==> config.mk <==
export PLATFORM = sky130hd
export DESIGN_NAME = decode_stage
export DESIGN_NICKNAME = d
export VERILOG_FILES = /design/src/rtl/decode_stage.sv
export SDC_FILE = /design/constraint.sdc
export NUM_CORES = 2
export LEC_CHECK = 0
export CORE_MARGIN = 4
export CORE_UTILIZATION = 25
export DETAILED_ROUTE_END_ITERATION = 10
export HOLD_SLACK_MARGIN = 0.02
export PLACE_DENSITY_LB_ADDON = 0.15
export SYNTH_ARGS = -nofsm -noshare
export SYNTH_HDL_FRONTEND = slang
export SYNTH_SLANG_ARGS = --single-unit
==> constraint.sdc <==
create_clock -name clk -period 4.1 [get_ports clk]
set_input_delay 0.82 -clock clk [delete_from_list [all_inputs] [get_ports clk]]
set_output_delay 0.82 -clock clk [all_outputs]
set_load 0.02 [all_outputs]
==> src/rtl/decode_stage.sv <==
// decode_stage: instruction decode and operand fetch in front of the ALU.
// Splits a 32-bit instruction into fields, reads a 32x32 register file with
// write-back bypass, extends immediates, and tracks in-flight destinations
// with a pending scoreboard so RAW/WAW hazards stall at the input.
module decode_stage #(
   parameter int NREG = 32,
   parameter int XLEN = 32
) (
   input  logic            clk,
   input  logic            rst_n,
   input  logic            if_valid,
   input  logic [31:0]     if_instr,
   output logic            if_ready,
   input  logic            wb_en,
   input  logic [4:0]      wb_addr,
   input  logic [XLEN-1:0] wb_data,
   output logic            ex_valid,
   input  logic            ex_ready,
   output logic [5:0]      ex_opcode,
   output logic [5:0]      ex_func,
   output logic [XLEN-1:0] ex_opr1,
   output logic [XLEN-1:0] ex_opr2,
   output logic [4:0]      ex_rd,
   output logic            ex_illegal
);

   // instruction fields
   logic [5:0]  opcode;
   logic [4:0]  rs, rt, rd_f;
   logic [5:0]  func_f;
   logic [15:0] imm;

   assign opcode = if_instr[31:26];
   assign rs     = if_instr[25:21];
   assign rt     = if_instr[20:16];
   assign rd_f   = if_instr[15:11];
   assign imm    = if_instr[15:0];
   assign func_f = if_instr[5:0];

   // architectural state
   logic [XLEN-1:0] regs_q [NREG];
   logic [XLEN-1:0] regs_d [NREG];
   logic [NREG-1:0] pend_q, pend_d;

   // output bundle register
   logic            ex_valid_q, ex_valid_d;
   logic [5:0]      ex_opcode_q, ex_opcode_d;
   logic [5:0]      ex_func_q, ex_func_d;
   logic [XLEN-1:0] ex_opr1_q, ex_opr1_d;
   logic [XLEN-1:0] ex_opr2_q, ex_opr2_d;
   logic [4:0]      ex_rd_q, ex_rd_d;
   logic            ex_illegal_q, ex_illegal_d;

   // decode results
   logic            is_r, legal;
   logic [4:0]      dest;
   logic            busy_rs, busy_rt, busy_dest, hazard;
   logic [XLEN-1:0] rd1, rd2, opr1, opr2, func_out;
   logic            out_free, dispatch;

   // decode, operand read with bypass, hazard detection and handshake
   always_comb begin
      is_r  = (opcode == 6'd0);
      legal = (opcode <= 6'd4);
      dest  = is_r ? rd_f : (legal ? rt : 5'd0);

      // a pending register being written back this cycle is no longer busy
      busy_rs   = pend_q[rs]   && !(wb_en && (wb_addr == rs));
      busy_rt   = pend_q[rt]   && !(wb_en && (wb_addr == rt));
      busy_dest = pend_q[dest] && !(wb_en && (wb_addr == dest));
      hazard    = (legal && busy_rs) || (is_r && busy_rt) ||
                  ((dest != 5'd0) && busy_dest);

      rd1 = (rs == 5'd0) ? '0 : ((wb_en && (wb_addr == rs)) ? wb_data : regs_q[rs]);
      rd2 = (rt == 5'd0) ? '0 : ((wb_en && (wb_addr == rt)) ? wb_data : regs_q[rt]);

      opr1 = legal ? rd1 : '0;
      if (is_r)
         opr2 = rd2;
      else if (!legal)
         opr2 = '0;
      else if (opcode == 6'd4)
         opr2 = {{(XLEN-16){1'b0}}, imm};
      else
         opr2 = {{(XLEN-16){imm[15]}}, imm};
      func_out = is_r ? {{(XLEN-6){1'b0}}, func_f} : '0;

      out_free = !ex_valid_q || ex_ready;
      if_ready = out_free && !hazard;
      dispatch = if_valid && if_ready;
   end

   // next output bundle: load on dispatch, drop valid when drained, else hold
   always_comb begin
      ex_valid_d   = ex_valid_q;
      ex_opcode_d  = ex_opcode_q;
      ex_func_d    = ex_func_q;
      ex_opr1_d    = ex_opr1_q;
      ex_opr2_d    = ex_opr2_q;
      ex_rd_d      = ex_rd_q;
      ex_illegal_d = ex_illegal_q;
      if (dispatch) begin
         ex_valid_d   = 1'b1;
         ex_opcode_d  = opcode;
         ex_func_d    = func_out[5:0];
         ex_opr1_d    = opr1;
         ex_opr2_d    = opr2;
         ex_rd_d      = dest;
         ex_illegal_d = !legal;
      end else if (out_free) begin
         ex_valid_d = 1'b0;
      end
   end

   // scoreboard: clear on write-back, set on dispatch (set wins), r0 never pending
   always_comb begin
      pend_d = pend_q;
      if (wb_en)
         pend_d[wb_addr] = 1'b0;
      if (dispatch && (dest != 5'd0))
         pend_d[dest] = 1'b1;
      pend_d[0] = 1'b0;
   end

   // register file entries; r0 is hardwired to zero
   assign regs_d[0] = '0;
   for (genvar gi = 1; gi < NREG; gi++) begin : g_rf
      assign regs_d[gi] = (wb_en && (wb_addr == 5'(gi))) ? wb_data : regs_q[gi];
   end

   // register file storage
   for (genvar gi = 0; gi < NREG; gi++) begin : g_rf_q
      always_ff @(posedge clk or negedge rst_n) begin
         if (!rst_n)
            regs_q[gi] <= '0;
         else
            regs_q[gi] <= regs_d[gi];
      end
   end

   // output bundle and scoreboard state
   always_ff @(posedge clk or negedge rst_n) begin
      if (!rst_n) begin
         ex_valid_q   <= 1'b0;
         ex_opcode_q  <= '0;
         ex_func_q    <= '0;
         ex_opr1_q    <= '0;
         ex_opr2_q    <= '0;
         ex_rd_q      <= '0;
         ex_illegal_q <= 1'b0;
         pend_q       <= '0;
      end else begin
         ex_valid_q   <= ex_valid_d;
         ex_opcode_q  <= ex_opcode_d;
         ex_func_q    <= ex_func_d;
         ex_opr1_q    <= ex_opr1_d;
         ex_opr2_q    <= ex_opr2_d;
         ex_rd_q      <= ex_rd_d;
         ex_illegal_q <= ex_illegal_d;
         pend_q       <= pend_d;
      end
   end

   assign ex_valid   = ex_valid_q;
   assign ex_opcode  = ex_opcode_q;
   assign ex_func    = ex_func_q;
   assign ex_opr1    = ex_opr1_q;
   assign ex_opr2    = ex_opr2_q;
   assign ex_rd      = ex_rd_q;
   assign ex_illegal = ex_illegal_q;

endmodule

layer_met1.png
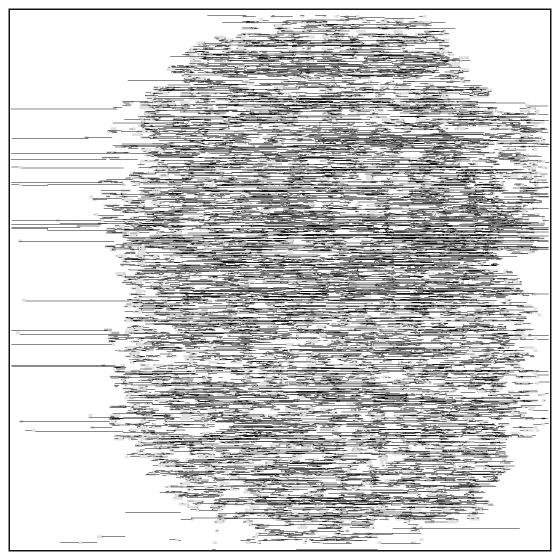
share of all routed wire	46%
nets with wire on the layer	4356
main direction	horizontal

layer_met2.png
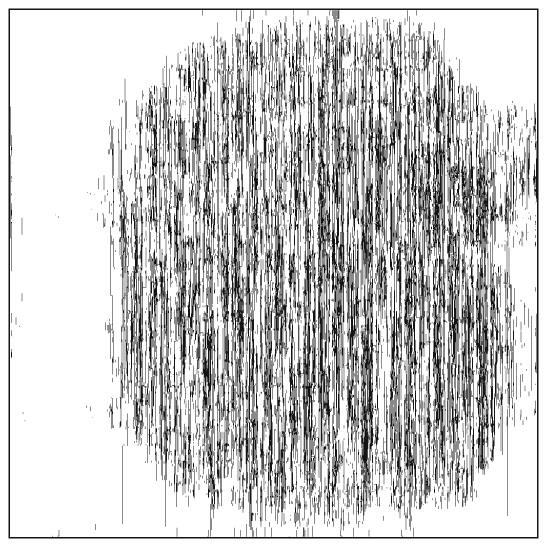
wire length on this layer	120 mm
share of all routed wire	47%
nets with wire on the layer	4088
Routed WL: 258000 microns
met2 usage: 0.327

layer_met4.png
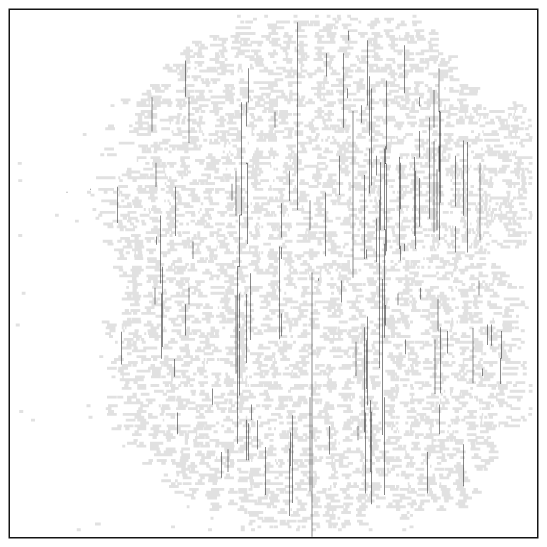
share of all routed wire	2.5%
nets with wire on the layer	73
main direction	vertical
longest straight run	249 microns
wire length on this layer	6420 microns

cell_density.png
Scale bar: 100 microns. 25 x 25 tiles, from dark blue (low) to red (high), 0 to 100% covered.
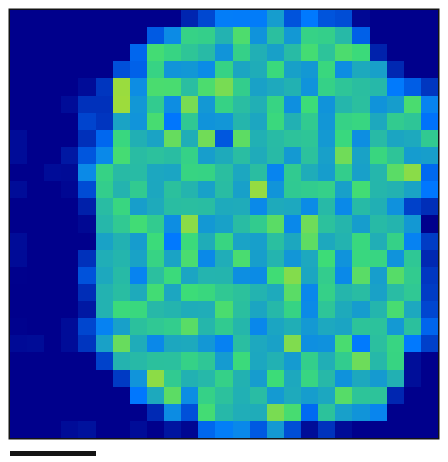
fullest tile	62%
mean over tiles	28%
nearly empty tiles	23%
Core Util, Final: 0.305
core area: 238000 sq um
FP Core Util: 0.251

==> layer usage <==
layer,share of wire,global-route usage,up-vias
li1,-,-,16900
met1,0.46,0.289,22800
met2,0.47,0.327,1141
met3,0.047,0.0338,296
met4,0.025,0.0533,4
met5,0.000085,0,-
==> worst max-delay path by stage <==
stage / cells past startpoint / from / to
floorplan: 8 / if_instr[27] / if_ready
global placement: 11 / if_instr[27] / if_ready
detailed placement: 11 / if_instr[27] / if_ready
CTS: 11 / if_instr[13] / if_ready
global route: 12 / if_instr[28] / if_ready
finish: 11 / if_instr[27] / if_ready
==> logic make-up after synthesis <==
family,share of synthesized area
XOR/XNOR,0.00147
buffers and inverters,0.0323
multiplexers,0.413
AND-OR/OR-AND,0.0608
AND/OR/NAND/NOR,0.0287
flip-flops,0.463
==> sequential cells by signal (all words and copies together) (netlist names) <==
register / flops
pend_q: 31
regs_q: 992
ex_rd: 5
ex_func: 6
ex_opr1: 32
ex_valid: 1
ex_opcode: 6
ex_opr2: 32
ex_illegal: 1
==> placed cells by master, fill, tap and decap left out, types with 15 or more instances in the layout <==
cell type / netlist / final
o22ai_1: 42 / 42
a21oi_1: 84 / 84
clkbuf_1: 274 / 36
clkbuf_16: 0 / 143
mux2i_1: 256 / 256
clkbuf_8: 0 / 27
buf_12: 0 / 84
nand2b_1: 16 / 16
a22oi_1: 28 / 28
dfrtp_1: 1106 / 1106
o21ai_0: 65 / 65
nor3_1: 30 / 23
buf_4: 6 / 305
nor2_1: 102 / 83
nand3_1: 23 / 22
o221ai_1: 23 / 23
mux2_2: 1063 / 1063
a211oi_1: 27 / 26
clkdlybuf4s50_1: 0 / 136
mux4_2: 406 / 406
a221oi_1: 52 / 51
inv_1: 33 / 31
mux2_4: 68 / 68
clkinv_2: 0 / 21
nor2_4: 0 / 15
a22o_1: 29 / 29
nand2_1: 148 / 135
a32o_1: 25 / 25
==> power breakdown <==
part | total (mW) | leakage (nW) | internal, mW | switching [mW]
clock | 12.6 | 2.25 | 7.45 | 5.13
sequential | 14.4 | 14.2 | 12.9 | 1.48
combinational | 6.98 | 14.3 | 3.98 | 2.99
total | 34.0 | 30.7 | 24.4 | 9.60
==> critical path: stages <==
cell and delay [ps]:
buf_2 140, buf_6 150, nor4b_4 460, a31o_4 180, buf_4 140, nand2_1 70, a32oi_2 260, o32ai_2 120
or4_4 530, o21a_1 220, buf_6 140
==> stage by stage <==
stage	setup TNS, ps	hold WS (ps)	utilization	worst slack [ps]	std cells
finish	0	368	0.305	35.0	7788
global route	-22.6	337	0.305	-22.6	7786
CTS	0	289	0.305	1.25	7784
detailed placement	-48880	494	0.285	-969	7532
global placement	-49620	495	0.285	-973	7532
floorplan	0	489	-	223	4256
==> timing repair <==
item | in CTS | in global routing
hold buffers | 1 | 0
gates resized | 47 | 7
pin swaps | 8 | 6
endpoints found under the hold margin | 23 | 0
setup buffers | 6 | 1
endpoints found under the setup margin | 1 | 1
==> area by class of cell <==
type,count,share of cell area
multi-input cells,2680,0.422
flip-flops and latches,1106,0.381
repair buffers,550,0.0772
clock buffers,206,0.0563
well taps,3167,0.0546
clock inverters,39,0.00666
inverters,37,0.00200
diodes,3,0.000103
==> GITHUB_STEP_SUMMARY <==
### Flow metrics

| Metric | Value |
|---|---|
| Outcome | finished clean |
| Worst Setup End Kind | output port |
| Dominant Register Cell | dfrtp_1 |
| Die Size | 247000 sq um |
| Clk_lat worst skew | 790 ps |
| Layout cells sized above 1 | 0.484 |
| Largest cells by area | dfrtp_1, mux2_2, mux4_2 |
| Drt via density | 5.29 |
| Clock sinks | 1106 |
| Placed cell areas | 67800 sq um |
| Max Fclk | 0.246 GHz |
| Asr flop ratio synth | 1.00 |
| Setup crit start kind | input port |
| Final setup vio count | 0 |
| Initial DRC Count | 3162 |
| Die Y | 497 microns |
| Final net count | 4586 |
| P_leak | 30.7 nW |
| TritonCTS Buffers | 137 |
| CTS tree | yes |
| Ys Warns | 0 |
| Critical R2R Launch | pend_q[15] |
| I/O Buffers | 157 |
| Area reported by Yosys stat | 59700 sq um |
| Post-route cell area | 72600 sq um |
| Root Driver | clkbuf_16 |
| Filler cell count | 23800 |
| Min-Delay Endpoint | ex_opcode[2] |
| Worst slew pin tran | 1170 ps |
| Top-count cell post-synth | dfrtp_1 |
| Post-route ant nets | 0 |
| DP HPWL | 158000 microns |
| CTS max path bufs | 3 |
| Vias in the first global route | 42800 |
| Minimum clock period | 4070 ps |
| Remaining DRCs | 0 |
| Initial antenna violation count | 15 |
| Final Skew | 32.4 ps |
| R2r worst-path depth | 9 |
| Power density cells | 468 nW/um^2 |
| Floorplan Nets | 4330 |
Power figures rest on the tool's default switching activity, not on a simulated workload.
